[config.mk]
export PLATFORM = sky130hd
export DESIGN_NAME = spi_tx16
export DESIGN_NICKNAME = d
export VERILOG_FILES = /design/src/rtl/spi_tx16.sv
export SDC_FILE = /design/constraint.sdc
export NUM_CORES = 1
export LEC_CHECK = 0
export CORE_MARGIN = 8
export CORE_UTILIZATION = 28
export DETAILED_ROUTE_END_ITERATION = 8
export PLACE_DENSITY_LB_ADDON = 0.08
export RECOVER_POWER = 25
export SLEW_MARGIN = 10
export SYNTH_ARGS = -nofsm -noshare
export SYNTH_HDL_FRONTEND = slang
export SYNTH_SLANG_ARGS = --single-unit
export TNS_END_PERCENT = 20
[constraint.sdc]
create_clock -name clk -period 3.8 [get_ports clk]
set_input_delay 0.38 -clock clk [delete_from_list [all_inputs] [get_ports clk]]
set_output_delay 0.38 -clock clk [all_outputs]
set_load 0.05 [all_outputs]
[src/rtl/spi_tx16.sv]
// ---------------------------------------------------------------------------
// spi_tx16 - SPI (mode 0) master transmitter, 16-bit words, MSB first.
//
// Accepts a word through a valid/ready handshake and sends it on a
// CS/SCK/MOSI link. SCK half-period is DIV clk cycles. After each frame CS is
// held high for at least GAP clk cycles.
//
// Parameters:
//   DIV  SPI clock half-period in clk cycles (1..255)
//   GAP  minimum clk cycles with spi_cs high between frames (1..255)
//
// Ports:
//   clk       system clock, rising edge
//   reset     synchronous, active-high reset
//   tx_data   word to send (bit 15 first)
//   tx_valid  tx_data is offered
//   tx_ready  a word is accepted this cycle when tx_valid is high
//   busy      frame, gap or buffered word in progress
//   done      one-cycle pulse in the first cycle with spi_cs high again
//   spi_cs    active-low chip select
//   spi_clk   SPI clock, idle low
//   spi_mosi  serial data
//
// Build option:
//   SPI_TX16_BUF_EN  adds a one-word holding buffer so the next word can be
//                    accepted while a frame is in flight.
// ---------------------------------------------------------------------------
module spi_tx16 #(
    parameter int unsigned DIV = 4,
    parameter int unsigned GAP = 8
) (
    input  logic        clk,
    input  logic        reset,
    input  logic [15:0] tx_data,
    input  logic        tx_valid,
    output logic        tx_ready,
    output logic        busy,
    output logic        done,
    output logic        spi_cs,
    output logic        spi_clk,
    output logic        spi_mosi
);

    typedef enum logic [2:0] {
        S_IDLE,
        S_SETUP,
        S_HIGH,
        S_LOW,
        S_HOLD,
        S_GAP
    } state_t;

    localparam logic [7:0] DIV_LAST = 8'(DIV - 1);
    localparam logic [7:0] GAP_LAST = 8'(GAP - 1);

    state_t      state;
    state_t      state_next;
    logic [7:0]  phase;
    logic [7:0]  phase_next;
    logic [15:0] shreg;
    logic [3:0]  bit_cnt;
    logic        transfer;
    logic        load_tx;
    logic        load_buf;
    logic        shift_en;
    logic        buf_full;
    logic [15:0] buf_word;
    logic        frame_active;

    assign transfer = tx_valid && tx_ready;

`ifdef SPI_TX16_BUF_EN
    logic buf_store;

    // A word accepted while it cannot go straight into the shift register
    // parks here; the buffer is only writable while empty.
    assign buf_store = transfer && !load_tx;

    always_ff @(posedge clk) begin
        if (reset) begin
            buf_full <= 1'b0;
            buf_word <= '0;
        end else if (buf_store) begin
            buf_full <= 1'b1;
            buf_word <= tx_data;
        end else if (load_buf) begin
            buf_full <= 1'b0;
        end
    end

    assign tx_ready = !buf_full;
`else
    assign buf_full = 1'b0;
    assign buf_word = '0;
    assign tx_ready = (state == S_IDLE);
`endif

    // Next-state logic. The phase counter restarts on every state change.
    always_comb begin
        state_next = state;
        phase_next = (state == S_IDLE) ? 8'd0 : phase + 8'd1;
        load_tx    = 1'b0;
        load_buf   = 1'b0;
        shift_en   = 1'b0;

        case (state)
            S_IDLE: begin
                if (transfer) begin
                    state_next = S_SETUP;
                    load_tx    = 1'b1;
                end
            end
            S_SETUP: begin
                if (phase == DIV_LAST) state_next = S_HIGH;
            end
            S_HIGH: begin
                if (phase == DIV_LAST) begin
                    // Last bit already presented: keep MOSI steady into HOLD.
                    if (bit_cnt == 4'd0) begin
                        state_next = S_HOLD;
                    end else begin
                        state_next = S_LOW;
                        shift_en   = 1'b1;
                    end
                end
            end
            S_LOW: begin
                if (phase == DIV_LAST) state_next = S_HIGH;
            end
            S_HOLD: begin
                if (phase == DIV_LAST) state_next = S_GAP;
            end
            S_GAP: begin
                if (phase == GAP_LAST) begin
                    if (buf_full) begin
                        state_next = S_SETUP;
                        load_buf   = 1'b1;
                    end else if (transfer) begin
                        // Only reachable with the buffer: a word offered in
                        // the last gap cycle goes straight to the shifter.
                        state_next = S_SETUP;
                        load_tx    = 1'b1;
                    end else begin
                        state_next = S_IDLE;
                    end
                end
            end
            default: state_next = S_IDLE;
        endcase

        if (state_next != state) phase_next = '0;
    end

    always_ff @(posedge clk) begin
        if (reset) begin
            state   <= S_IDLE;
            phase   <= '0;
            shreg   <= '0;
            bit_cnt <= '0;
        end else begin
            state <= state_next;
            phase <= phase_next;
            if (load_tx) begin
                shreg   <= tx_data;
                bit_cnt <= 4'd15;
            end else if (load_buf) begin
                shreg   <= buf_word;
                bit_cnt <= 4'd15;
            end else if (shift_en) begin
                shreg   <= {shreg[14:0], 1'b0};
                bit_cnt <= bit_cnt - 4'd1;
            end
        end
    end

    // Outputs are decoded from the state register, so MOSI and CS only move
    // on the same edge that takes SCK low (or while SCK is already low).
    assign frame_active = (state == S_SETUP) || (state == S_HIGH) ||
                          (state == S_LOW)   || (state == S_HOLD);
    assign spi_cs   = !frame_active;
    assign spi_clk  = (state == S_HIGH);
    assign spi_mosi = frame_active && shreg[15];
    assign done     = (state == S_GAP) && (phase == 8'd0);
    assign busy     = (state != S_IDLE) || buf_full;

endmodule

### The clock network, run 1

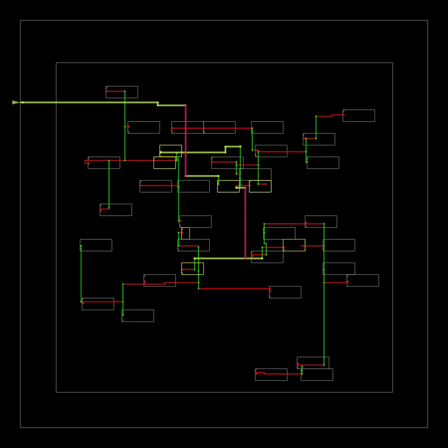
clock latency on the worst-skew pair: 0.28 ns
CTS buffer count: 5
total number of clock tree sinks: 31
clock group total power: 0.263 mW
clkbuf count: 6

### Placed cells, one color a class, run 1

Scale bar: 20 um.
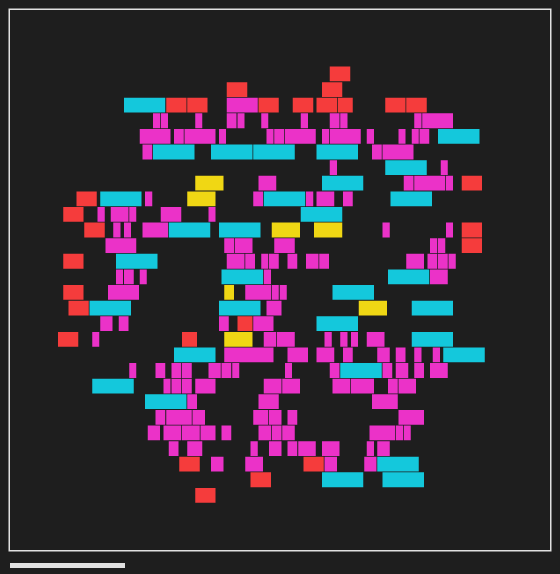
class	color	cells	share of their area
flip-flops	cyan	31	31%
clock drivers and dummy loads	yellow	7	4.4%
other buffers and delay cells	red	27	13%
all other logic	magenta	152	51%
final standard cell utilization of the core: 34.95%
core box area: 5921 sq um
proportion of cell area occupied by registers: 29.99%
num rows: 28
Non-Filler Cell Area, Final: 2069 sq um

### Clock network drawn from the DEF, run 1

Scale bar: 20 um.
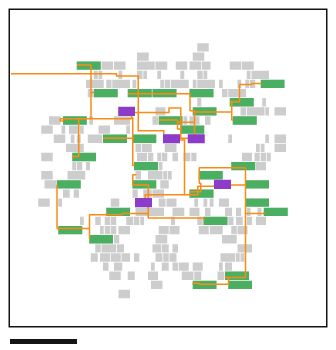
[cells driving clock nets] purple | count: 5
[clock wires] orange | length: 480 um
[flip-flops] green | count: 31
routed clock nets	6

==> impl_metrics.xml, run 1 <==
<?xml version="1.0" encoding="UTF-8"?>
<metrics>
  <group name="status">
    <metric name="status" unit="">complete, no violations</metric>
  </group>
  <group name="setup_path">
    <metric name="maximum_fanout_along_the_worst_path" unit="">6</metric>
    <metric name="timing.critical_path.required" unit="ns">3.42</metric>
    <metric name="arrival" unit="ns">2.50</metric>
    <metric name="critical-path-slowest-cell" unit="">sky130_fd_sc_hd__clkdlybuf4s50_1</metric>
    <metric name="worst_setup_path_endpoint" unit="">done</metric>
    <metric name="critPathLaunch" unit="">phase[4]$_SDFF_PP0_</metric>
    <metric name="worst-setup-path-type" unit="">flip-flop to output port</metric>
    <metric name="timing.critical_path.max_delay_family" unit="">simple AND/OR/NAND/NOR gates</metric>
    <metric name="cp.depth" unit="">4</metric>
  </group>
  <group name="final_timing">
    <metric name="worst_clock_skew" unit="ns">0.002444</metric>
    <metric name="tightest_slew" unit="ns">0.8437</metric>
    <metric name="rsz0062_at_grt" unit="">no</metric>
    <metric name="period_used_share" unit="%">75.88</metric>
    <metric name="finalMaxSlewViolations" unit="">0</metric>
    <metric name="finalSetupTns" unit="ns">0</metric>
    <metric name="hold_slack" unit="ns">0.5365</metric>
    <metric name="setup_slack" unit="ns">0.9166</metric>
  </group>
  <group name="global_route">
    <metric name="initial_antenna_violation_count" unit="">0</metric>
    <metric name="grt_use_met3" unit="%">3.118</metric>
    <metric name="grt_first_pass_wirelength" unit="mm">6.865</metric>
    <metric name="use_met1" unit="%">12.72</metric>
    <metric name="grt_pass1_vias" unit="">1430</metric>
    <metric name="global_route.overflow_total" unit="">0</metric>
    <metric name="grt_util_met2" unit="%">13.94</metric>
  </group>
  <group name="pwr">
    <metric name="pwr-share-seq" unit="%">47.1</metric>
    <metric name="vdd_ir_drop_max" unit="uV">146.8</metric>
    <metric name="power.net_switching" unit="mW">0.2224</metric>
    <metric name="static_leak" unit="nW">0.7193</metric>
    <metric name="p_clk_share" unit="%">33.9</metric>
    <metric name="biggest_consumer" unit="">sequential cells</metric>
  </group>
  <group name="synthesis">
    <metric name="ys.flop_type" unit="">sky130_fd_sc_hd__dfxtp_1</metric>
    <metric name="ys.warnings.count" unit="">0</metric>
    <metric name="yosysUniqueCellTypes" unit="">38</metric>
    <metric name="synthesis.instances" unit="">197</metric>
    <metric name="synth-area-yosys" unit="sq um">1708</metric>
    <metric name="ys_cells" unit="">197</metric>
    <metric name="edf_count" unit="">0</metric>
    <metric name="post_synth_main_logic_family" unit="">simple AND/OR/NAND/NOR gates</metric>
    <metric name="syn-mean-instance-area" unit="sq um">8.669</metric>
    <metric name="common_cells" unit="">38 x sky130_fd_sc_hd__nor2_1, 31 x sky130_fd_sc_hd__dfxtp_1, 22 x sky130_fd_sc_hd__nor3_1, 10 x sky130_fd_sc_hd__a2111oi_2, 10 x sky130_fd_sc_hd__nand3_1</metric>
    <metric name="synth-seq-cells" unit="">31</metric>
    <metric name="nets_in_the_synthesized_netlist" unit="">220</metric>
    <metric name="netlist.area_leader.share" unit="%">36.34</metric>
    <metric name="async_flop_share" unit="%">0</metric>
  </group>
  <group name="min_path">
    <metric name="worst_hold_path.num_cells" unit="">2</metric>
  </group>
  <group name="layout">
    <metric name="nFlopsAndLatches" unit="">31</metric>
    <metric name="inv_count" unit="">8</metric>
    <metric name="clk_share" unit="%">4.232</metric>
    <metric name="fin_nets" unit="">240</metric>
    <metric name="filler_cell_count" unit="">613</metric>
    <metric name="final_common_cell" unit="">sky130_fd_sc_hd__nor2_1</metric>
    <metric name="multi_input_logic_portion_of_the_cell_area" unit="%">47.10</metric>
    <metric name="ff_latch_area" unit="sq um">620.6</metric>
    <metric name="drive_gt1_share" unit="%">11.98</metric>
    <metric name="largest_registers" unit="">shreg x16, phase x8, bit_cnt x4</metric>
    <metric name="area_delta_synth_final" unit="%">21.17</metric>
    <metric name="layout.area.top_class" unit="">multi-input combinational cells</metric>
  </group>
  <group name="clock_tree">
    <metric name="cts_setup_buffers" unit="">0</metric>
    <metric name="path_clk_slew" unit="ns">0.06</metric>
    <metric name="clock-root-buffer" unit="">sky130_fd_sc_hd__clkbuf_8</metric>
    <metric name="tritoncts" unit="">done</metric>
    <metric name="postCtsResizedCells" unit="">0</metric>
    <metric name="cts_max_level" unit="">2</metric>
  </group>
  <group name="placement">
    <metric name="post-place-ws" unit="ns">1.195</metric>
    <metric name="dp_hpwl" unit="mm">2.749</metric>
    <metric name="portBuffers" unit="">24</metric>
  </group>
  <group name="route">
    <metric name="dr_wl_met3" unit="um">157</metric>
    <metric name="via_per_inst" unit="">5.175</metric>
    <metric name="route.final.wire_length" unit="mm">4.109</metric>
    <metric name="wl_met2" unit="mm">1.803</metric>
    <metric name="via_count" unit="">1511</metric>
    <metric name="antenna_violating_nets_post_route" unit="">0</metric>
  </group>
  <group name="floorplanning">
    <metric name="fp.dieArea" unit="sq um">8855</metric>
    <metric name="die_height" unit="um">94.10</metric>
    <metric name="ioPinCount" unit="">25</metric>
    <metric name="well_tap_count" unit="">75</metric>
  </group>
  <group name="flow_run">
    <metric name="max_cap_viols" unit="">0</metric>
  </group>
</metrics>
==> inputs of run 2 (changes only) <==
==> constraint.sdc (replaced) <==
create_clock -name clk -period 2.35 [get_ports clk]
set_input_delay 0.235 -clock clk [delete_from_list [all_inputs] [get_ports clk]]
set_output_delay 0.235 -clock clk [all_outputs]
set_load 0.05 [all_outputs]
### Placed cells, one color a class, run 2

Scale bar: 20 um.
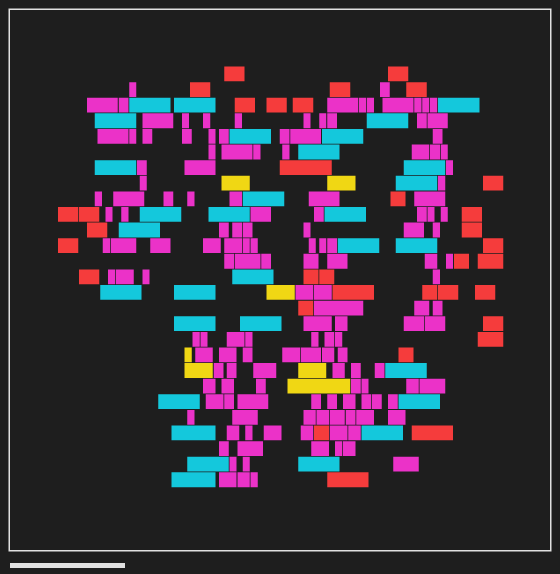
class	color	cells	share of their area
clock drivers and dummy loads	yellow	7	4.8%
all other logic	magenta	152	48%
flip-flops	cyan	31	29%
other buffers and delay cells	red	34	17%

==> run 2 against run 1 <==
Synthesized area is the same. Non-clock buffer count up 7. Worst hold slack got worse by 0.042 ns.
==> impl_metrics.xml, run 2 <==
<?xml version="1.0" encoding="UTF-8"?>
<metrics>
  <group name="layout">
    <metric name="area_delta_synth_final" unit="%">29.96</metric>
    <metric name="multi_input_logic_portion_of_the_cell_area" unit="%">45.04</metric>
    <metric name="ff_latch_area" unit="sq um">623.1</metric>
    <metric name="seq_share" unit="%">28.07</metric>
    <metric name="filler_cell_count" unit="">594</metric>
    <metric name="utilization" unit="%">37.49</metric>
    <metric name="largest_registers" unit="">shreg x16, phase x8, bit_cnt x4</metric>
    <metric name="nFlopsAndLatches" unit="">31</metric>
    <metric name="inv_count" unit="">8</metric>
    <metric name="final_common_cell" unit="">sky130_fd_sc_hd__nor2_1</metric>
  </group>
  <group name="clock_tree">
    <metric name="tritoncts" unit="">done</metric>
    <metric name="postCtsResizedCells" unit="">0</metric>
    <metric name="cts.sink_count" unit="">31</metric>
    <metric name="worstSkewPairLatency" unit="ns">0.28</metric>
    <metric name="cts_setup_buffers" unit="">0</metric>
    <metric name="cts_max_level" unit="">2</metric>
    <metric name="clock-root-buffer" unit="">sky130_fd_sc_hd__clkbuf_8</metric>
  </group>
  <group name="floorplanning">
    <metric name="well_tap_count" unit="">75</metric>
    <metric name="ioPinCount" unit="">25</metric>
    <metric name="design.core.area" unit="sq um">5921</metric>
    <metric name="fp.dieArea" unit="sq um">8855</metric>
    <metric name="die_height" unit="um">94.10</metric>
    <metric name="floorplan.rows" unit="">28</metric>
  </group>
  <group name="setup_path">
    <metric name="timing.critical_path.required" unit="ns">2.51</metric>
    <metric name="worst_setup_path_endpoint" unit="">shreg[0]$_SDFFE_PP0P_</metric>
    <metric name="critical-path-slowest-cell" unit="">sky130_fd_sc_hd__or4b_4</metric>
    <metric name="arrival" unit="ns">2.36</metric>
    <metric name="critPathLaunch" unit="">phase[0]$_SDFF_PP0_</metric>
    <metric name="timing.critical_path.max_delay_family" unit="">simple AND/OR/NAND/NOR gates</metric>
    <metric name="worst-setup-path-type" unit="">flip-flop to flip-flop</metric>
  </group>
  <group name="final_timing">
    <metric name="finalMaxSlewViolations" unit="">0</metric>
    <metric name="tightest_slew" unit="ns">0.5399</metric>
    <metric name="setup_slack" unit="ns">0.1517</metric>
    <metric name="period_used_share" unit="%">93.55</metric>
    <metric name="finalSetupTns" unit="ns">0</metric>
  </group>
  <group name="synthesis">
    <metric name="async_flop_share" unit="%">0</metric>
    <metric name="ys_cells" unit="">197</metric>
    <metric name="synth-seq-cells" unit="">31</metric>
    <metric name="common_cells" unit="">38 x sky130_fd_sc_hd__nor2_1, 31 x sky130_fd_sc_hd__dfxtp_1, 22 x sky130_fd_sc_hd__nor3_1, 10 x sky130_fd_sc_hd__a2111oi_2, 10 x sky130_fd_sc_hd__nand3_1</metric>
    <metric name="ys.flop_type" unit="">sky130_fd_sc_hd__dfxtp_1</metric>
    <metric name="synthesis.instances" unit="">197</metric>
    <metric name="edf_count" unit="">0</metric>
    <metric name="syn-mean-instance-area" unit="sq um">8.669</metric>
    <metric name="yosysUniqueCellTypes" unit="">38</metric>
  </group>
  <group name="route">
    <metric name="via_per_inst" unit="">5.110</metric>
    <metric name="wl_met2" unit="mm">1.899</metric>
    <metric name="dr_wl_met3" unit="um">216</metric>
    <metric name="antenna_violating_nets_post_route" unit="">0</metric>
  </group>
  <group name="pwr">
    <metric name="p_clk_share" unit="%">37.1</metric>
    <metric name="biggest_consumer" unit="">sequential cells</metric>
    <metric name="vdd_ir_drop_max" unit="uV">211.9</metric>
    <metric name="static_leak" unit="nW">0.8074</metric>
  </group>
  <group name="flow_run">
    <metric name="max_cap_viols" unit="">0</metric>
  </group>
  <group name="global_route">
    <metric name="grt_util_met2" unit="%">14.76</metric>
    <metric name="grt_first_pass_wirelength" unit="mm">7.003</metric>
  </group>
  <group name="placement">
    <metric name="portBuffers" unit="">24</metric>
  </group>
  <group name="status">
    <metric name="status" unit="">complete, no violations</metric>
  </group>
  <group name="min_path">
    <metric name="worst_hold_path.num_cells" unit="">1</metric>
  </group>
</metrics>
Power figures rest on the tool's default switching activity, not on a simulated workload.
